`config.mk`:
```
export PLATFORM = sky130hd
export DESIGN_NAME = lock_controller
export DESIGN_NICKNAME = d
export VERILOG_FILES = /design/src/rtl/lock_pkg.sv /design/src/rtl/lockout_timer.sv /design/src/rtl/lock_controller.sv
export SDC_FILE = /design/constraint.sdc
export NUM_CORES = 1
export LEC_CHECK = 0
export CORE_MARGIN = 5
export CORE_UTILIZATION = 50
export CTS_CLUSTER_DIAMETER = 80
export DETAILED_ROUTE_END_ITERATION = 16
export PLACE_DENSITY = 0.69
export SLEW_MARGIN = 20
export SYNTH_ARGS = -nofsm -noshare
export SYNTH_HDL_FRONTEND = slang
export SYNTH_SLANG_ARGS = --single-unit
export TNS_END_PERCENT = 10
```
`constraint.sdc`:
```
create_clock -name clk -period 2 [get_ports clk]
set_input_delay 0.2 -clock clk [delete_from_list [all_inputs] [get_ports clk]]
set_output_delay 0.2 -clock clk [all_outputs]
set_load 0.03 [all_outputs]
```
`src/rtl/lock_pkg.sv`:
```
// Shared types and defaults for the digital lock controller.
//   lock_state_t      : sequencing FSM state encoding
//   DIGIT_W_DEF       : default bits per keypad digit
//   CODE_LEN_DEF      : default digits per code
//   DEFAULT_CODE_DEF  : code loaded on reset
package lock_pkg;

    localparam int unsigned DIGIT_W_DEF  = 4;
    localparam int unsigned CODE_LEN_DEF = 4;
    localparam logic [CODE_LEN_DEF*DIGIT_W_DEF-1:0] DEFAULT_CODE_DEF = 16'h1234;

    typedef enum logic [2:0] {
        ST_LOCKED   = 3'd0,
        ST_ENTRY    = 3'd1,
        ST_UNLOCKED = 3'd2,
        ST_SET_CODE = 3'd3,
        ST_LOCKOUT  = 3'd4
    } lock_state_t;

endpackage

```
`src/rtl/lockout_timer.sv`:
```
// Loadable down-counter that times the wrong-code lockout.
//   clk   : rising-edge clock
//   reset : asynchronous active-high reset
//   load  : loads CYCLES-1 into the counter
//   done  : registered, high while the counter sits at zero
module lockout_timer #(
    parameter int unsigned CYCLES = 1000
) (
    input  logic clk,
    input  logic reset,
    input  logic load,
    output logic done
);

    localparam int unsigned CNT_W = $clog2(CYCLES);

    logic [CNT_W-1:0] count;

    // done is kept equal to (count == 0); CYCLES >= 2 so a load never lands on zero
    always_ff @(posedge clk or posedge reset) begin
        if (reset) begin
            count <= '0;
            done  <= 1'b1;
        end else if (load) begin
            count <= CNT_W'(CYCLES - 1);
            done  <= 1'b0;
        end else if (count != '0) begin
            count <= count - CNT_W'(1);
            done  <= (count == CNT_W'(1));
        end
    end

endmodule

```
`src/rtl/lock_controller.sv`:
```
// Sequencing FSM of the digital lock: buffers keypad digits, checks them
// against the stored code, tracks failed attempts, drives lockout and
// supports changing the code while unlocked.
//   clk, reset   : rising-edge clock, asynchronous active-high reset
//   digit_valid  : pulse, digit is valid
//   digit        : keypad value
//   enter/clear  : pulse, submit / discard buffer
//   lock_btn     : pulse, relock
//   set_code     : pulse, start code change (UNLOCKED only)
//   unlocked     : registered, high in UNLOCKED and SET_CODE
//   lockout      : registered, high during lockout
//   error        : registered one-cycle pulse on rejected submit
//   digit_count  : registered number of buffered digits
module lock_controller
    import lock_pkg::*;
#(
    parameter int unsigned CODE_LEN       = CODE_LEN_DEF,
    parameter int unsigned DIGIT_W        = DIGIT_W_DEF,
    parameter int unsigned MAX_TRIES      = 3,
    parameter int unsigned LOCKOUT_CYCLES = 1000,
    parameter logic [CODE_LEN*DIGIT_W-1:0] DEFAULT_CODE = DEFAULT_CODE_DEF
) (
    input  logic                          clk,
    input  logic                          reset,
    input  logic                          digit_valid,
    input  logic [DIGIT_W-1:0]            digit,
    input  logic                          enter,
    input  logic                          clear,
    input  logic                          lock_btn,
    input  logic                          set_code,
    output logic                          unlocked,
    output logic                          lockout,
    output logic                          error,
    output logic [$clog2(CODE_LEN+1)-1:0] digit_count
);

    localparam int unsigned BUF_W = CODE_LEN * DIGIT_W;
    localparam int unsigned CNT_W = $clog2(CODE_LEN + 1);
    localparam int unsigned TRY_W = $clog2(MAX_TRIES + 1);
    localparam logic [CNT_W-1:0] FULL  = CNT_W'(CODE_LEN);
    localparam logic [TRY_W-1:0] T_MAX = TRY_W'(MAX_TRIES);

    lock_state_t      state, state_n;
    logic [BUF_W-1:0] buffer, buffer_n;
    logic [CNT_W-1:0] count_n;
    logic [BUF_W-1:0] code, code_n;
    logic [TRY_W-1:0] tries, tries_n, tries_inc;
    logic             error_n;
    logic             fail;
    logic             timer_load;
    logic             timer_done;

    lockout_timer #(
        .CYCLES (LOCKOUT_CYCLES)
    ) u_timer (
        .clk   (clk),
        .reset (reset),
        .load  (timer_load),
        .done  (timer_done)
    );

    assign tries_inc = tries + TRY_W'(1);

    // State register and all registered outputs
    always_ff @(posedge clk or posedge reset) begin
        if (reset) begin
            state       <= ST_LOCKED;
            buffer      <= '0;
            digit_count <= '0;
            code        <= DEFAULT_CODE;
            tries       <= '0;
            error       <= 1'b0;
            unlocked    <= 1'b0;
            lockout     <= 1'b0;
        end else begin
            state       <= state_n;
            buffer      <= buffer_n;
            digit_count <= count_n;
            code        <= code_n;
            tries       <= tries_n;
            error       <= error_n;
            unlocked    <= (state_n == ST_UNLOCKED) || (state_n == ST_SET_CODE);
            lockout     <= (state_n == ST_LOCKOUT);
        end
    end

    // Next-state logic; inputs are resolved strictly by priority
    // clear > lock_btn > enter > set_code > digit_valid, even when the
    // winning input has no effect in the current state.
    always_comb begin
        state_n    = state;
        buffer_n   = buffer;
        count_n    = digit_count;
        code_n     = code;
        tries_n    = tries;
        error_n    = 1'b0;
        fail       = 1'b0;
        timer_load = 1'b0;

        case (state)
            ST_LOCKED: begin
                if (clear || lock_btn) begin
                    buffer_n = '0;
                    count_n  = '0;
                end else if (enter) begin
                    fail = 1'b1;
                end else if (set_code) begin
                    state_n = ST_LOCKED;
                end else if (digit_valid) begin
                    state_n  = ST_ENTRY;
                    buffer_n = BUF_W'(digit);
                    count_n  = CNT_W'(1);
                end
            end

            ST_ENTRY: begin
                if (clear || lock_btn) begin
                    state_n  = ST_LOCKED;
                    buffer_n = '0;
                    count_n  = '0;
                end else if (enter) begin
                    if ((digit_count == FULL) && (buffer == code)) begin
                        state_n  = ST_UNLOCKED;
                        buffer_n = '0;
                        count_n  = '0;
                        tries_n  = '0;
                    end else begin
                        fail = 1'b1;
                    end
                end else if (set_code) begin
                    state_n = ST_ENTRY;
                end else if (digit_valid && (digit_count != FULL)) begin
                    buffer_n = BUF_W'({buffer, digit});
                    count_n  = digit_count + CNT_W'(1);
                end
            end

            ST_UNLOCKED: begin
                if (clear) begin
                    state_n = ST_UNLOCKED;
                end else if (lock_btn) begin
                    state_n  = ST_LOCKED;
                    buffer_n = '0;
                    count_n  = '0;
                end else if (enter) begin
                    state_n = ST_UNLOCKED;
                end else if (set_code) begin
                    state_n  = ST_SET_CODE;
                    buffer_n = '0;
                    count_n  = '0;
                end
            end

            ST_SET_CODE: begin
                if (clear || lock_btn || enter) begin
                    state_n  = lock_btn && !clear ? ST_LOCKED : ST_UNLOCKED;
                    buffer_n = '0;
                    count_n  = '0;
                    if (enter && !clear && !lock_btn) begin
                        if (digit_count == FULL) begin
                            code_n = buffer;
                        end else begin
                            error_n = 1'b1;
                        end
                    end
                end else if (set_code) begin
                    state_n = ST_SET_CODE;
                end else if (digit_valid && (digit_count != FULL)) begin
                    buffer_n = BUF_W'({buffer, digit});
                    count_n  = digit_count + CNT_W'(1);
                end
            end

            ST_LOCKOUT: begin
                if (timer_done) begin
                    state_n = ST_LOCKED;
                    tries_n = '0;
                end
            end

            default: begin
                state_n  = ST_LOCKED;
                buffer_n = '0;
                count_n  = '0;
            end
        endcase

        // Failed attempt from LOCKED or ENTRY
        if (fail) begin
            error_n  = 1'b1;
            buffer_n = '0;
            count_n  = '0;
            tries_n  = tries_inc;
            if (tries_inc >= T_MAX) begin
                state_n    = ST_LOCKOUT;
                timer_load = 1'b1;
            end else begin
                state_n = ST_LOCKED;
            end
        end
    end

endmodule

```
Run 1, pin map:
Scale bar: 20 µm. Pins as bars across the die edge, other pins in gray.
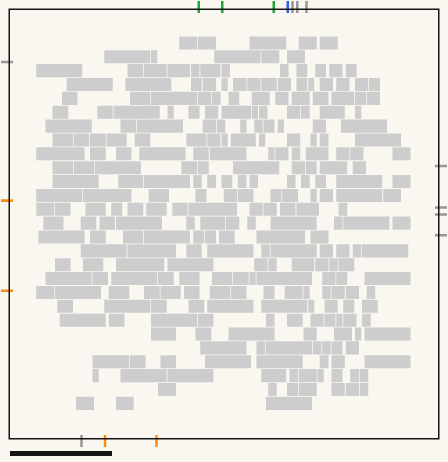
Key: blue = enter [pins 1, direction input, edge top]; green = digit_count [pins 3, direction output, edge top]; orange = digit [pins 4, direction input, edge 2 left, 2 bottom]
All pins by edge: 7 top, 4 right, 3 left, 3 bottom.
DIE HEIGHT: 84.0 µm
Die W: 84.0 µm
buffers added on ports: 16

Run 1, metal layers overlaid:
Scale bar: 20 µm.
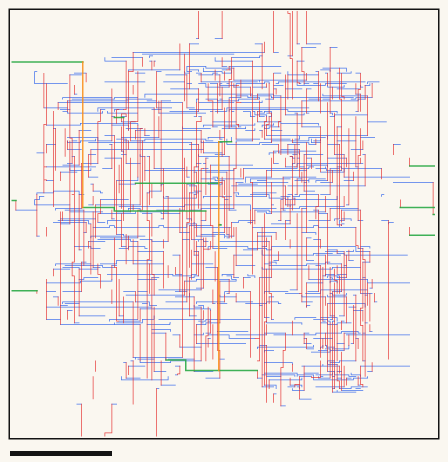
Key: green = M3 [wire length 102 µm]; red = M2 [wire length 2580 µm]; orange = M4 [wire length 73.4 µm]; blue = M1 [wire length 2610 µm]
global-route usage over all layers: 0.161
average detailed-routed wire length per instance: 15.2 µm
count of vias placed by the detailed router: 1957
final wirelength: 5360 µm

==> changes_impl.md, run 1 <==
### Implementation results

- Result of the run: finished clean
- Clock insertion delay at the later pin of the skew report: 0.31 ns
- Number of buffers inserted to repair setup after CTS: 0
- Worst reg2reg endpoint: code[3]
- Area fraction in compound gates: 0.141
- Number of nets produced by synthesis: 257
- DRC Markers: 0
- Grt met2 use: 0.257
- Share of synthesized cell area in and, or, nand and nor gates: 0.165
- Fraction of final layout cells sized beyond drive strength 1: 0.221
- Number of iterations in the first detailed-routing pass: 4
- Pin count of the biggest net entering global routing: 55
- Met1 layer usage reported by global route: 0.220
- Combinational fraction of design power: 0.270
- Maximum single-stage delay on the critical path: 0.54 ns
- Synthesis warning total: 0
- Number of vias per cell: 5.56
- Wire length on met1: 2610 µm
- Unrepaired setup endpoints after global routing: false
- Met3 layer usage reported by global route: 0.0326
- Internal: 1.99 mW
- Final layout net count: 295
- Clock power share: 0.267
- Switching power summed over all nets: 0.908 mW
- Busiest metal layer after global routing: met2
- Library cells used by synthesis: 45
- Clock group total power: 0.775 mW
- Worst setup path category: reg2reg
- Total of cells resized after clock tree synthesis: 0
- Synth-to-layout area growth: 19.3%
- Clk slew on worst S/H paths: 0.11 ns
- Worst hold margin: 0.245 ns
- Worst R2R Start: state[2]
- Time the final worst path needs with I/O delays and setup: 1.89 ns
- Proportion of total power due to net switching: 0.313
- Clock tree root buffer cell: sky130_fd_sc_hd__clkbuf_8
- Cell with the most instances after synthesis: sky130_fd_sc_hd__dfrtp_1
- Floorplan die area: 7050 µm²
- Final slew viol count: 0
- Placement row count: 27
- Number of clock sinks: 54
- Dominant logic cell types in the final layout: sky130_fd_sc_hd__dfrtp_1 (48), sky130_fd_sc_hd__buf_4 (19), sky130_fd_sc_hd__mux2_2 (18), sky130_fd_sc_hd__xnor2_1 (18)
- CP max-delay cell: sky130_fd_sc_hd__or4b_4
- Max power group: registers
- Gate count after technology mapping: 241
- Highest net fanout along the worst path: 16
- Final total negative setup slack: 0 ns
- Global-route wire length before repair: 9220 µm
- Placer's final routability congestion estimate: 0.875
- Share of the clock period used by the worst path: 0.943
- CORE AREA: 5410 µm²
- Per-instance average area after synthesis: 11.4 µm²
- Routed length on met2: 2580 µm
- Power Density: 888 nW/µm²
- H-tree Lvls: 2
- Number of nets with antenna violations after routing: 0
- Maximum root-to-sink buffer count: 2
- Worst-case clock skew: 0.00924 ns
- Worst-case vdd ir drop: 478 µV
- Placement Setup Slack: -0.118 ns
- PnR worst setup slack: 0.113 ns
- Wire length on met3: 101 µm
- Antenna violations before repair: 0
- Worst-Margin Slew: 0.722 ns
- Maximum capacitance violations: 0
- Ys async rst share: 1.00
- Crit path capture type: flop
- Fraction of synthesized cell area in xor and xnor cells: 0.0608
- Comb group: 0.782 mW
- Power of the sequential group: 1.34 mW
- Warning total across the stage logs: 28
- Dominant kind of combinational cell: simple AND/OR/NAND/NOR gates
- Arrival time worst endpoint: 2.09 ns
- Quantity of hold-fixing buffers added after cts: 0
- Worst path cell trace: or4b_4, nor3_4, buf_12, mux2_2
- Library cell with the largest summed area after synthesis: sky130_fd_sc_hd__dfrtp_1
- Area of placed instances: 3150 µm²
- Largest cells by area after synthesis: sky130_fd_sc_hd__dfrtp_1 (44%), sky130_fd_sc_hd__mux2_2 (7.4%), sky130_fd_sc_hd__dfstp_2 (5.8%), sky130_fd_sc_hd__xnor2_1 (5.8%), sky130_fd_sc_hd__a22o_1 (5.4%)
- Hold WC Path Type: in2async
- Proportion of power drawn by flip-flops and latches: 0.463
- Number of storage elements in the synthesis netlist: 54
- Top delay family on crit path: simple AND/OR/NAND/NOR gates
- Total non-filler cell area in the finished layout: 3270 µm²
- Post-synth EDFFs: 0
- Share of cell area taken by muxes after synthesis: 0.0887
- Final setup violation count: 0
- Clock tree from TritonCTS: built
- Synth Seq Share: 0.497
- Critical path data required time: 2.20 ns
- # Cells Yosys: 241
- Violation count after the first detailed-routing iteration: 67
- Vias in the first global route: 1929
- Commonest non-fill, non-tap cell in the layout: sky130_fd_sc_hd__dfrtp_1
- Adder-cell area share of the yosys netlist: 0.0229
- Post-synth area from yosys stat: 2740 µm²
- Hpwl dp: 3820 µm
- Total overflow reported by the global router: 0
- Cell total after placement: 344
- Worst slew margin relative to its limit: 0.516
- Leading registers by flop count: buffer x16, code x16, u_timer.count x10
- Reported leakage power: 1.45 nW
- Overall power of the completed layout: 2.90 mW
- Final Hold Fails: 0
- Worst Path Buf+Inv: 1
- Top sig layer: met4
- Most used DFF post-synth: sky130_fd_sc_hd__dfrtp_1
Run 1, placement view:
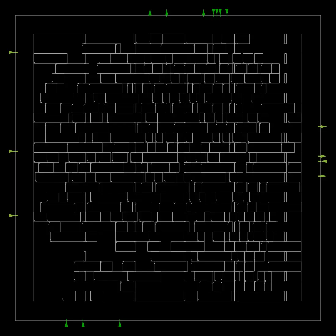
FF+latch count: 54
sequential fraction of total cell area: 0.416
final standard cell utilization of the core: 0.604
Final Non-Filler Cells: 352
final-layout fill cell count: 480

run 1: area by class of cell:
type / instances / area [µm²]
Multi-Input combinational cell: 173 / 1310
Clock buffer: 5 / 68.8
Tap cell: 72 / 90.1
Timing Repair Buffer: 38 / 363
Inverter: 7 / 26.3
Clock inverter: 3 / 47.5
Sequential cell: 54 / 1360
Fill cell: 480 / 2140
run 1: how the worst max path moves through the flow:
stage | start | end | slack (ns) | depth (start not counted)
final | state[2] | code[3] | 0.11 | 4
after global routing | state[2] | u_timer.count[8] | 0.02 | 5
after CTS | digit_count[0] | u_timer.count[1] | 0.09 | 6
after detailed placement | clear | code[13] | -0.12 | 5
after global placement | lock_btn | code[7] | -0.1 | 5
after floorplan | digit_count[0] | u_timer.count[0] | 0.03 | 6
==> run 1 -> run 2 <==
Settings changed: CAP_MARGIN set to 10.
Run 2, pin map:
Scale bar: 20 µm. Pins as bars across the die edge, other pins in gray.
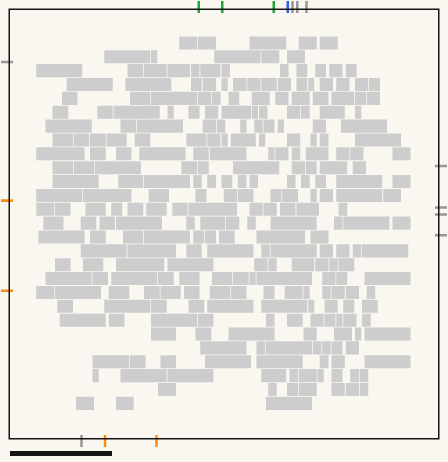
Key: orange = digit [pins 4, direction input, edge 2 left, 2 bottom]; green = digit_count [pins 3, direction output, edge top]; blue = enter [pins 1, direction input, edge top]
All pins by edge: 7 top, 4 right, 3 left, 3 bottom.

==> changes_impl.md, run 2 <==
### Implementation results

- Result of the run: finished clean
- Top delay family on crit path: simple AND/OR/NAND/NOR gates
- Highest net fanout along the worst path: 16 (unchanged)
- Number of storage elements in the synthesis netlist: 54 (unchanged)
- Worst-case clock skew: 0.00924 ns (unchanged)
- Overall power of the completed layout: 2.90 mW (unchanged)
- Switching power summed over all nets: 0.908 mW (unchanged)
- Number of clock buffers inserted by TritonCTS: 5
- Average detailed-routed wire length per instance: 15.2 µm (unchanged)
- Cell total after placement: 344 (unchanged)
- Worst R2R Start: state[2]
- Commonest non-fill, non-tap cell in the layout: sky130_fd_sc_hd__dfrtp_1
- Ys async rst share: 1.00 (unchanged)
- Antenna violations before repair: 0 (unchanged)
- PnR worst setup slack: 0.113 ns (unchanged)
- Buffers added on ports: 16 (unchanged)
- Number of clock sinks: 54 (unchanged)
- Met1 layer usage reported by global route: 0.220 (unchanged)
- End point of the critical path: code[3]
- DRC Markers: 0 (unchanged)
- Clock tree root buffer cell: sky130_fd_sc_hd__clkbuf_8
- Synthesis warning total: 0 (unchanged)
- Clk slew on worst S/H paths: 0.11 ns (about the same)
- Comb group: 0.782 mW (about the same)
- Max power group: registers
- Total overflow reported by the global router: 0 (unchanged)
- Area fraction in compound gates: 0.141 (unchanged)
- Busiest metal layer after global routing: met2
- Global-route usage over all layers: 0.161 (unchanged)
- H-tree Lvls: 2 (unchanged)
- Number of nets with antenna violations after routing: 0 (unchanged)
- Final Hold Fails: 0 (unchanged)
- Core Util at FP: 0.506
- Pin count of the biggest net entering global routing: 55 (unchanged)
- Adder-cell area share of the yosys netlist: 0.0229 (unchanged)
- Library cell with the largest summed area after synthesis: sky130_fd_sc_hd__dfrtp_1
- Worst setup path category: reg2reg
- Top sig layer: met4
- Synth-to-layout area growth: 19.3% (unchanged)
- Internal: 1.99 mW (unchanged)
- Crit path depth: 4 (unchanged)
- CP max-delay cell: sky130_fd_sc_hd__or4b_4
- Dominant logic cell types in the final layout: sky130_fd_sc_hd__dfrtp_1 (48), sky130_fd_sc_hd__buf_4 (19), sky130_fd_sc_hd__mux2_2 (18), sky130_fd_sc_hd__xnor2_1 (18)
- Placer's final routability congestion estimate: 0.875 (unchanged)
- Worst reg2reg endpoint: code[3]
- Fraction of final layout cells sized beyond drive strength 1: 0.221 (unchanged)
- Routed length on met2: 2580 µm (unchanged)
- Final Non-Filler Cells: 352 (unchanged)
- Placement Setup Slack: -0.118 ns (unchanged)
- Critical path data required time: 2.20 ns (about the same)
- # Cells Yosys: 241 (unchanged)
- Clock tree from TritonCTS: built
- Fraction of synthesized cell area in xor and xnor cells: 0.0608 (unchanged)
- Share of synthesized cell area in and, or, nand and nor gates: 0.165 (unchanged)
- Met3 layer usage reported by global route: 0.0326 (unchanged)
- Global-route wire length before repair: 9220 µm (unchanged)
- Final total negative setup slack: 0 ns (unchanged)
- Reported leakage power: 1.45 nW (unchanged)
- CORE AREA: 5410 µm² (unchanged)
- Final wirelength: 5360 µm (unchanged)
- Clock group total power: 0.775 mW (about the same)
- Cell with the most instances after synthesis: sky130_fd_sc_hd__dfrtp_1
- Area of placed instances: 3150 µm² (unchanged)
- Power Density: 888 nW/µm² (unchanged)
- Floorplan die area: 7050 µm² (unchanged)
- Total non-filler cell area in the finished layout: 3270 µm² (unchanged)
- Vias in the first global route: 1929 (unchanged)
- Worst path cell trace: or4b_4, nor3_4, buf_12, mux2_2
- Final layout net count: 295 (unchanged)
- Die W: 84.0 µm (unchanged)
- Wire length on met3: 101 µm (unchanged)
- Number of nets produced by synthesis: 257 (unchanged)
- Worst slew margin relative to its limit: 0.516 (unchanged)
- Grt met2 use: 0.257 (unchanged)
- Time the final worst path needs with I/O delays and setup: 1.89 ns (unchanged)
- Post-synth area from yosys stat: 2740 µm² (unchanged)
- Leading registers by flop count: buffer x16, code x16, u_timer.count x10
- Worst hold margin: 0.245 ns (unchanged)
- Worst-case vdd ir drop: 478 µV (unchanged)
- Synth Seq Share: 0.497 (unchanged)
- Most used DFF post-synth: sky130_fd_sc_hd__dfrtp_1
- Hold WC Path Type: in2async
- Proportion of total power due to net switching: 0.313 (unchanged)
- Clock insertion delay at the later pin of the skew report: 0.31 ns (about the same)
- Power of the sequential group: 1.34 mW (about the same)
- Share of cell area taken by muxes after synthesis: 0.0887 (unchanged)
- Gate count after technology mapping: 241 (unchanged)
- Largest cells by area after synthesis: sky130_fd_sc_hd__dfrtp_1 (44%), sky130_fd_sc_hd__mux2_2 (7.4%), sky130_fd_sc_hd__dfstp_2 (5.8%), sky130_fd_sc_hd__xnor2_1 (5.8%), sky130_fd_sc_hd__a22o_1 (5.4%)
- Per-instance average area after synthesis: 11.4 µm² (unchanged)
- Start point of the critical path: state[2]
- Share of the clock period used by the worst path: 0.943 (unchanged)
- Clock power share: 0.267 (about the same)
- Number of iterations in the first detailed-routing pass: 4 (unchanged)
- Maximum root-to-sink buffer count: 2 (unchanged)
- Maximum capacitance violations: 0 (unchanged)
- Violation count after the first detailed-routing iteration: 67 (unchanged)
- Combinational fraction of design power: 0.270 (about the same)
- Dominant kind of combinational cell: simple AND/OR/NAND/NOR gates
- Wire length on met1: 2610 µm (unchanged)
- Arrival time worst endpoint: 2.09 ns (about the same)
- Quantity of hold-fixing buffers added after cts: 0 (unchanged)
- Warning total across the stage logs: 28 (unchanged)
- Crit path capture type: flop
- Worst-Margin Slew: 0.722 ns (unchanged)
- Count of vias placed by the detailed router: 1957 (unchanged)
- Final slew viol count: 0 (unchanged)
- Final standard cell utilization of the core: 0.604 (unchanged)
- DIE HEIGHT: 84.0 µm (unchanged)
- Library cells used by synthesis: 45 (unchanged)
- Post-synth EDFFs: 0 (unchanged)
- Worst Path Buf+Inv: 1 (unchanged)
- Maximum single-stage delay on the critical path: 0.54 ns (about the same)
- Unrepaired setup endpoints after global routing: false
- Number of vias per cell: 5.56 (unchanged)
Run 2, placement view:
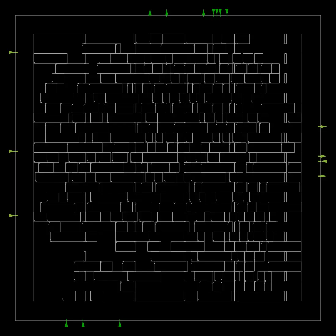
placement row count: 27
tap cells: 72

-- run 2: repair_timing --
item / in CTS / in global routing
endpoints found under the hold margin: 0 / 0
gates resized: 0 / 1
buffers inserted: 0 / 0
endpoints found under the setup margin: 0 / 3
-- run 2: cells by family after synthesis --
family | Yosys count
AND-OR/OR-AND | 52
adder cells (fa/ha/maj) | 5
flip-flops | 54
XOR/XNOR | 19
multiplexers | 22
AND/OR/NAND/NOR | 75
buffers and inverters | 14
-- run 2: layout make-up --
| cell class | count | area (µm²) |
|---|---|---|
| Clock buffer | 5 | 68.8 |
| Sequential cell | 54 | 1360 |
| Tap cell | 72 | 90.1 |
| Clock inverter | 3 | 47.5 |
| Inverter | 7 | 26.3 |
| Timing Repair Buffer | 38 | 363 |
| Fill cell | 480 | 2140 |
| Multi-Input combinational cell | 173 | 1310 |
Run 2, metal layers overlaid:
Scale bar: 20 µm.
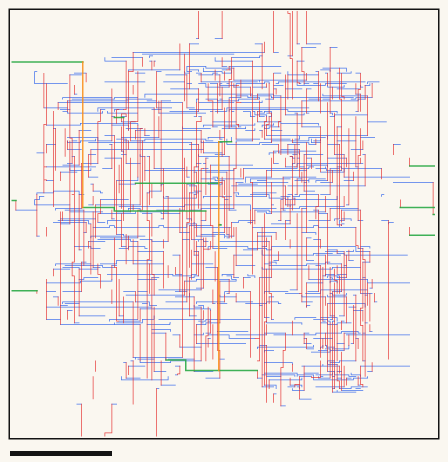

==> run 2 -> run 3 <==
Settings changed: ABC_AREA set to 0, PLACE_DENSITY 0.69 to 0.66.
Clock period 2 ns to 2.34 ns, I/O delays scaled along.
Run 3, metal layers overlaid:
Scale bar: 20 µm.
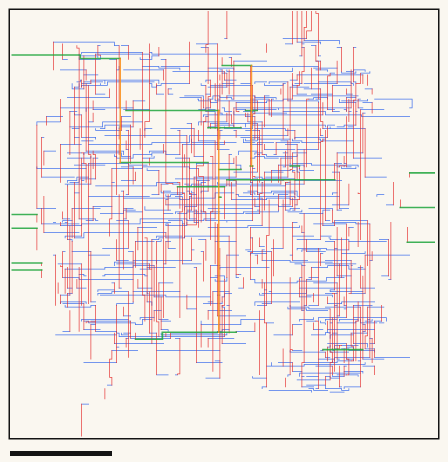
Key: blue = M1 [wire length 2590 µm]; green = M3 [wire length 176 µm]; orange = M4 [wire length 83.6 µm]; red = M2 [wire length 2490 µm]
count of vias placed by the detailed router: 1921
average detailed-routed wire length per instance: 15.6 µm
final wirelength: 5340 µm
global-route usage over all layers: 0.167

Run 3, pin map:
Scale bar: 20 µm. Pins as bars across the die edge, other pins in gray.
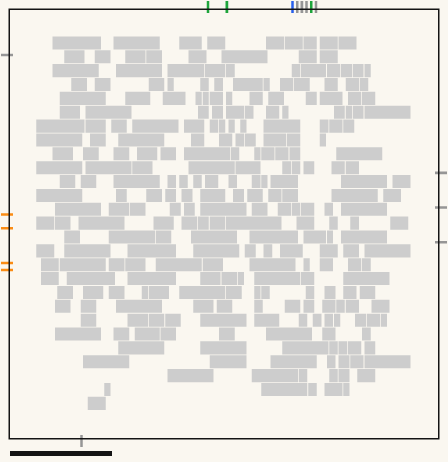
Key: orange = digit [pins 4, direction input, edge left]; blue = enter [pins 1, direction input, edge top]; green = digit_count [pins 3, direction output, edge top]

==> changes_impl.md, run 3 <==
### Implementation results

- Worst hold margin: 0.284 ns (+0.0393 ns)
- Share of cell area taken by muxes after synthesis: 0.0887 (unchanged)
- Pin count of the biggest net entering global routing: 31 (-44%)
- Wire length on met1: 2590 µm (-0.80%)
- Violation count after the first detailed-routing iteration: 96 (+43%)
- Area fraction in compound gates: 0.141 (unchanged)
- Dominant kind of combinational cell: simple AND/OR/NAND/NOR gates
- Post-synth area from yosys stat: 2740 µm² (unchanged)
- CP max-delay cell: sky130_fd_sc_hd__dfrtp_1
- Crit path capture type: flop
- Max power group: registers
- Dominant logic cell types in the final layout: sky130_fd_sc_hd__dfrtp_1 (48), sky130_fd_sc_hd__mux2_2 (18), sky130_fd_sc_hd__xnor2_1 (18)
- Antenna violations before repair: 0 (unchanged)
- Floorplan die area: 7050 µm² (unchanged)
- Total of cells resized after clock tree synthesis: 0 (unchanged)
- Number of iterations in the first detailed-routing pass: 4 (unchanged)
- Core Util at FP: 0.506 (unchanged)
- Total overflow reported by the global router: 0 (unchanged)
- Final standard cell utilization of the core: 0.588 (-0.0162)
- Number of vias per cell: 5.62 (+1.0%)
- Number of storage elements in the synthesis netlist: 54 (unchanged)
- Unrepaired setup endpoints after global routing: false
- Switching power summed over all nets: 0.734 mW (-19%)
- Grt met2 use: 0.265 (+0.00723)
- Largest cells by area after synthesis: sky130_fd_sc_hd__dfrtp_1 (44%), sky130_fd_sc_hd__mux2_2 (7.4%), sky130_fd_sc_hd__dfstp_2 (5.8%), sky130_fd_sc_hd__xnor2_1 (5.8%), sky130_fd_sc_hd__a22o_1 (5.4%)
- DRC Markers: 0 (unchanged)
- Adder-cell area share of the yosys netlist: 0.0229 (unchanged)
- Clk slew on worst S/H paths: 0.10 ns (about the same)
- Placer's final routability congestion estimate: 0.840 (-4.0%)
- Final Non-Filler Cells: 342 (-2.8%)
- Leading registers by flop count: buffer x16, code x16, u_timer.count x10
- Top sig layer: met4
- Internal: 1.67 mW (-16%)
- Number of clock sinks: 54 (unchanged)
- Area of placed instances: 3070 µm² (-2.4%)
- Total non-filler cell area in the finished layout: 3180 µm² (-2.7%)
- Die W: 84.0 µm (unchanged)
- Buffers added on ports: 16 (unchanged)
- Worst setup path category: reg2reg
- Overall power of the completed layout: 2.40 mW (-17%)
- Worst-case vdd ir drop: 373 µV (-22%)
- CORE AREA: 5410 µm² (unchanged)
- Worst path cell trace: nand2b_1, o31ai_1, o22a_1, buf_12, a22o_1
- Hold WC Path Type: in2async
- Number of clock buffers inserted by TritonCTS: 5 (unchanged)
- Top delay family on crit path: AND-OR/OR-AND gates
- Maximum capacitance violations: 0 (unchanged)
- Library cell with the largest summed area after synthesis: sky130_fd_sc_hd__dfrtp_1
- Register cell area after layout: 1360 µm² (unchanged)
- Clock power share: 0.255 (-0.012)
- Worst-case clock skew: 0.00873 ns (-0.000511 ns)
- Fraction of final layout cells sized beyond drive strength 1: 0.181 (-0.0399)
- Wire length on met3: 175 µm (+73%)
- Gate count after technology mapping: 241 (unchanged)
- Share of synthesized cell area in and, or, nand and nor gates: 0.165 (unchanged)
- Clock insertion delay at the later pin of the skew report: 0.31 ns (about the same)
- Met3 layer usage reported by global route: 0.0336 (+0.000987)
- Vias in the first global route: 1982 (+2.7%)
- Ys async rst share: 1.00 (unchanged)
- Maximum single-stage delay on the critical path: 0.65 ns (+0.11 ns)
- Final total negative setup slack: 0 ns (unchanged)
- Clock tree from TritonCTS: built
- Final slew viol count: 0 (unchanged)
- Combinational fraction of design power: 0.266 (-0.004)
- Fraction of synthesized cell area in xor and xnor cells: 0.0608 (unchanged)
- Reported leakage power: 1.39 nW (-4.0%)
- Time the final worst path needs with I/O delays and setup: 1.91 ns (+0.0245 ns)
- Commonest non-fill, non-tap cell in the layout: sky130_fd_sc_hd__dfrtp_1
- Quantity of hold-fixing buffers added after cts: 0 (unchanged)
- Busiest metal layer after global routing: met2
- Worst slew margin relative to its limit: 0.551 (+0.0359)
- Clock group total power: 0.613 mW (-21%)
- Synth-to-layout area growth: 16.1%
- Placement row count: 27 (unchanged)
- Per-instance average area after synthesis: 11.4 µm² (unchanged)
- Library cells used by synthesis: 45 (unchanged)
- Synth Seq Share: 0.497 (unchanged)
- DIE HEIGHT: 84.0 µm (unchanged)
- Proportion of total power due to net switching: 0.306 (-0.00761)
- Placement Setup Slack: 0.192 ns (+0.310 ns)
- Power Density: 756 nW/µm² (-15%)
- Result of the run: finished clean
- Maximum root-to-sink buffer count: 2 (unchanged)
==> run 3: cell counts after synthesis <==
Identical to the previous run, type by type.
==> run 3: final cells by class <==
| type | count | area share |
|---|---|---|
| Timing Repair Buffer | 28 | 0.0906 |
| Clock inverter | 1 | 0.00945 |
| Sequential cell | 54 | 0.428 |
| Clock buffer | 7 | 0.0240 |
| Multi-Input combinational cell | 173 | 0.412 |
| Inverter | 7 | 0.00827 |
| Tap cell | 72 | 0.0283 |
==> run 3: worst paths after layout <==
kind / slack [ns] / end / from / cells after the start
min reg2reg: 0.51 / tries[1] / tries[1] / 2
min in group clk: 0.51 / tries[1] / tries[1] / 2
max reg2reg: 0.43 / buffer[1] / state[1] / 5
min: 0.28 / buffer[4] / reset / 2
max: 0.43 / buffer[1] / state[1] / 5
max in group asynchronous: 1.44 / code[9] / reset / 3
No activity file was given, so power comes from the tool's default toggle rates.
